**Where the registers sit**

Other sequential cells in the stronger grey, the rest of the logic in the fainter grey.
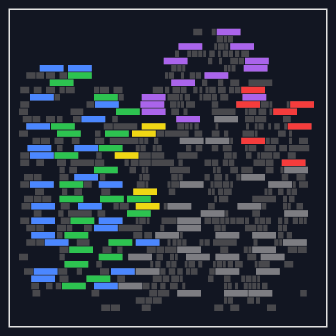
**Clock routing**

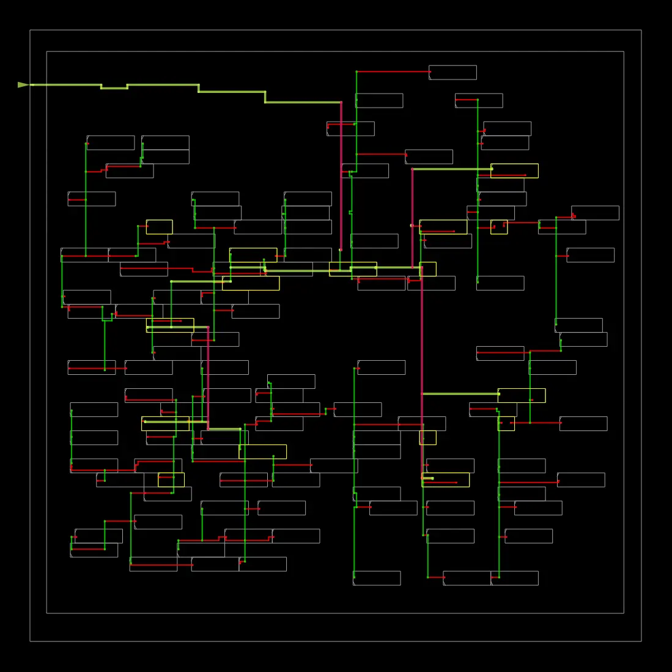
### src/rtl/ws2812_pkg.sv
// ws2812_pkg: shared state encodings and 100 MHz default timing for the WS2812 frame transmitter
package ws2812_pkg;
  typedef enum logic [2:0] {T_IDLE, T_WAIT, T_HIGH, T_LOW, T_LATCH} tx_state_t;
  typedef enum logic [1:0] {F_IDLE, F_REQ, F_GAP} fetch_state_t;
  localparam int T0H_DEF  = 40;
  localparam int T1H_DEF  = 80;
  localparam int TBIT_DEF = 125;
  localparam int TRST_DEF = 8000;
endpackage

### src/rtl/ws2812_bit_timer.sv
// ws2812_bit_timer: shapes one WS2812 bit period (high phase then low phase) per go pulse
module ws2812_bit_timer import ws2812_pkg::*; #(
  parameter int T0H_CYC  = T0H_DEF,
  parameter int T1H_CYC  = T1H_DEF,
  parameter int TBIT_CYC = TBIT_DEF
) (
  input  logic clk,
  input  logic rst_n,
  input  logic go_i,
  input  logic bit_i,
  output logic ctrl_o,
  output logic bit_done_o
);
  localparam int CW = $clog2(TBIT_CYC);
  logic          active_q;
  logic          bit_q;
  logic [CW-1:0] cnt_q;
  // go restarts the period even in the cycle the previous one ends, keeping bits back-to-back
  always_ff @(posedge clk or negedge rst_n)
    if (!rst_n) begin
      active_q <= 1'b0;
      bit_q    <= 1'b0;
      cnt_q    <= '0;
    end else if (go_i) begin
      active_q <= 1'b1;
      bit_q    <= bit_i;
      cnt_q    <= '0;
    end else if (active_q) begin
      active_q <= !bit_done_o;
      cnt_q    <= cnt_q + CW'(1);
    end
  assign ctrl_o     = active_q && (cnt_q < (bit_q ? CW'(T1H_CYC) : CW'(T0H_CYC)));
  assign bit_done_o = active_q && (cnt_q == CW'(TBIT_CYC - 1));
endmodule

### src/rtl/ws2812_frame_tx.sv
// ws2812_frame_tx: fetches N_LEDS colours via start/done and streams them as WS2812 frames
module ws2812_frame_tx import ws2812_pkg::*; #(
  parameter int N_LEDS       = 64,
  parameter int W_ADDR       = 6,
  parameter int W_DATA       = 24,
  parameter int T0H_CYC      = T0H_DEF,
  parameter int T1H_CYC      = T1H_DEF,
  parameter int TBIT_CYC     = TBIT_DEF,
  parameter int TRST_CYC     = TRST_DEF,
  parameter int FETCH_TO_CYC = 64
) (
  input  logic              clk,
  input  logic              rst_n,
  input  logic              en,
  output logic              data_start,
  output logic [W_ADDR-1:0] data_addr,
  input  logic              data_done,
  input  logic [W_DATA-1:0] data_color,
  output logic              ctrl,
  output logic              busy,
  output logic              frame_done,
  output logic              fetch_err
);
  localparam int AW = W_ADDR + 1;
  localparam int BW = $clog2(W_DATA);
  localparam int LW = $clog2(TRST_CYC + 1);
  localparam int OW = $clog2(FETCH_TO_CYC + 1);
  tx_state_t    tx_q, tx_d;
  fetch_state_t f_q, f_d;
  logic [W_DATA-1:0] buf_q, buf_d, sh_q, sh_d;
  logic              buf_v_q, buf_v_d, err_q, err_d;
  logic [BW-1:0]     bit_cnt_q, bit_cnt_d;
  logic [AW-1:0]     pix_q, pix_d, addr_q, addr_d;
  logic [LW-1:0]     lat_q, lat_d;
  logic [OW-1:0]     to_q, to_d;
  logic              go, load, bit_done, active;
  ws2812_bit_timer #(.T0H_CYC(T0H_CYC), .T1H_CYC(T1H_CYC), .TBIT_CYC(TBIT_CYC)) u_timer (
    .clk(clk), .rst_n(rst_n), .go_i(go), .bit_i(sh_d[W_DATA-1]), .ctrl_o(ctrl), .bit_done_o(bit_done)
  );
  assign active     = (tx_q == T_WAIT) || (tx_q == T_HIGH) || (tx_q == T_LOW);
  assign data_start = (f_q == F_REQ);
  assign data_addr  = addr_q[W_ADDR-1:0];
  assign busy       = (tx_q != T_IDLE);
  assign frame_done = (tx_q == T_LATCH) && (lat_q == LW'(TRST_CYC - 1));
  assign fetch_err  = err_q;
  // next state for both FSMs; a pixel is taken straight from the buffer at the end of a pixel to avoid a gap
  always_comb begin
    tx_d = tx_q; f_d = f_q; buf_d = buf_q; buf_v_d = buf_v_q; sh_d = sh_q; err_d = err_q;
    bit_cnt_d = bit_cnt_q; pix_d = pix_q; addr_d = addr_q; lat_d = lat_q; to_d = to_q;
    go = 1'b0; load = 1'b0;
    case (tx_q)
      T_IDLE: if (en) begin
        tx_d = T_WAIT; addr_d = '0; pix_d = '0; buf_v_d = 1'b0;
      end
      T_WAIT: load = buf_v_q;
      T_HIGH, T_LOW: begin
        if (tx_q == T_HIGH && !ctrl) tx_d = T_LOW;
        if (bit_done) begin
          if (bit_cnt_q != '0) begin
            go = 1'b1; bit_cnt_d = bit_cnt_q - BW'(1); sh_d = sh_q << 1; tx_d = T_HIGH;
          end else if (pix_q < AW'(N_LEDS)) begin
            load = buf_v_q; tx_d = T_WAIT;
          end else begin
            tx_d = T_LATCH; lat_d = '0;
          end
        end
      end
      T_LATCH: if (lat_q == LW'(TRST_CYC - 1)) begin
        lat_d = '0; tx_d = en ? T_WAIT : T_IDLE;
        if (en) begin addr_d = '0; pix_d = '0; buf_v_d = 1'b0; end
      end else lat_d = lat_q + LW'(1);
      default: tx_d = T_IDLE;
    endcase
    if (load) begin
      sh_d = buf_q; buf_v_d = 1'b0; bit_cnt_d = BW'(W_DATA - 1); pix_d = pix_q + AW'(1); go = 1'b1; tx_d = T_HIGH;
    end
    case (f_q)
      F_IDLE: if (!buf_v_q && active && addr_q < AW'(N_LEDS)) begin f_d = F_REQ; to_d = '0; end
      F_REQ: if (data_done) begin
        buf_d = data_color; buf_v_d = 1'b1; f_d = F_GAP;
      end else if (to_q == OW'(FETCH_TO_CYC - 1)) begin
        buf_d = '0; buf_v_d = 1'b1; err_d = 1'b1; f_d = F_GAP;
      end else to_d = to_q + OW'(1);
      F_GAP: begin addr_d = addr_q + AW'(1); f_d = F_IDLE; end
      default: f_d = F_IDLE;
    endcase
  end
  // state registers
  always_ff @(posedge clk or negedge rst_n)
    if (!rst_n) begin
      tx_q <= T_IDLE; f_q <= F_IDLE; buf_q <= '0; buf_v_q <= 1'b0; sh_q <= '0; err_q <= 1'b0;
      bit_cnt_q <= '0; pix_q <= '0; addr_q <= '0; lat_q <= '0; to_q <= '0;
    end else begin
      tx_q <= tx_d; f_q <= f_d; buf_q <= buf_d; buf_v_q <= buf_v_d; sh_q <= sh_d; err_q <= err_d;
      bit_cnt_q <= bit_cnt_d; pix_q <= pix_d; addr_q <= addr_d; lat_q <= lat_d; to_q <= to_d;
    end
endmodule

### config.mk
export PLATFORM = sky130hd
export DESIGN_NAME = ws2812_frame_tx
export DESIGN_NICKNAME = d
export VERILOG_FILES = /design/src/rtl/ws2812_pkg.sv /design/src/rtl/ws2812_bit_timer.sv /design/src/rtl/ws2812_frame_tx.sv
export SDC_FILE = /design/constraint.sdc
export NUM_CORES = 1
export LEC_CHECK = 0
export CORE_MARGIN = 3
export CORE_UTILIZATION = 40
export DETAILED_ROUTE_END_ITERATION = 10
export SLEW_MARGIN = 10
export SYNTH_ARGS = -nofsm -noshare
export SYNTH_HDL_FRONTEND = slang
export SYNTH_SLANG_ARGS = --single-unit
### constraint.sdc
create_clock -name clk -period 4.7 [get_ports clk]
set_input_delay 0.94 -clock clk [delete_from_list [all_inputs] [get_ports clk]]
set_output_delay 0.94 -clock clk [all_outputs]
set_load 0.005 [all_outputs]
==> flow_metrics.env <==
# yosys + openroad results
export IMPL_synthArstFlopShare_pct=100.0
export IMPL_dr_pass1_iters=4
export IMPL_fill_cells=1126
export IMPL_synth_cell_types=61
export IMPL_peakVddDrop_v=0.0002620
export IMPL_nNetsFinal=533
export IMPL_non_clock_inverter_count=15
export IMPL_outcome="finished clean"
export IMPL_reg2reg_slack_ns=2.27
export IMPL_rows=40
export IMPL_ff_type="dfrtp_1"
export IMPL_yosysTopAreaCell="dfrtp_1"
export IMPL_p_total_uw=3059
export IMPL_clk_share_pct=5.473
export IMPL_met2_length_mm=4.676
export IMPL_largest_register_ffs=24
export IMPL_cts_resized=0
export IMPL_path_depth=4
export IMPL_via_per_inst=5.498
export IMPL_comb_share_pct=38.96
export IMPL_mux_share_pct=0.8170
export IMPL_fin_worst_skew_ns=0.01043
export IMPL_warnings=28
export IMPL_lay_top_count="dfrtp_1"
export IMPL_busiest_layer="met2"
export IMPL_clkbuf_count=11
export IMPL_power_frac_clock_pct=25.4
export IMPL_regArea_mm2=0.002552
export IMPL_combinationalPowerShare_pct=26.7
export IMPL_globalRoute_totalOverflow=0
export IMPL_ys_cells=470
export IMPL_cp_slowest_cell="clkdlybuf4s50_1"
export IMPL_path_buffers=1
export IMPL_largestClassByArea="registers"
export IMPL_holdPathEnd="fetch_err"
export IMPL_die_w_um=118.4
Notes on 'where the registers sit' above:
[blue] `buf_q` | placed flops: 24
[yellow] `bit_cnt_q` | placed flops: 5 | where: centre
[purple] `lat_q` | placed flops: 13 | where: north
[green] `sh_q` | placed flops: 23
[red] `u_timer.cnt_q` | placed flops: 7

Notes on 'clock routing' above:
Clock Power: 778 uW
CTS sink cnt: 102
flop count: 102
CTS Buf Count: 9
clk ins delay skew pair: 0.35 ns

Power figures rest on the tool's default switching activity, not on a simulated workload.
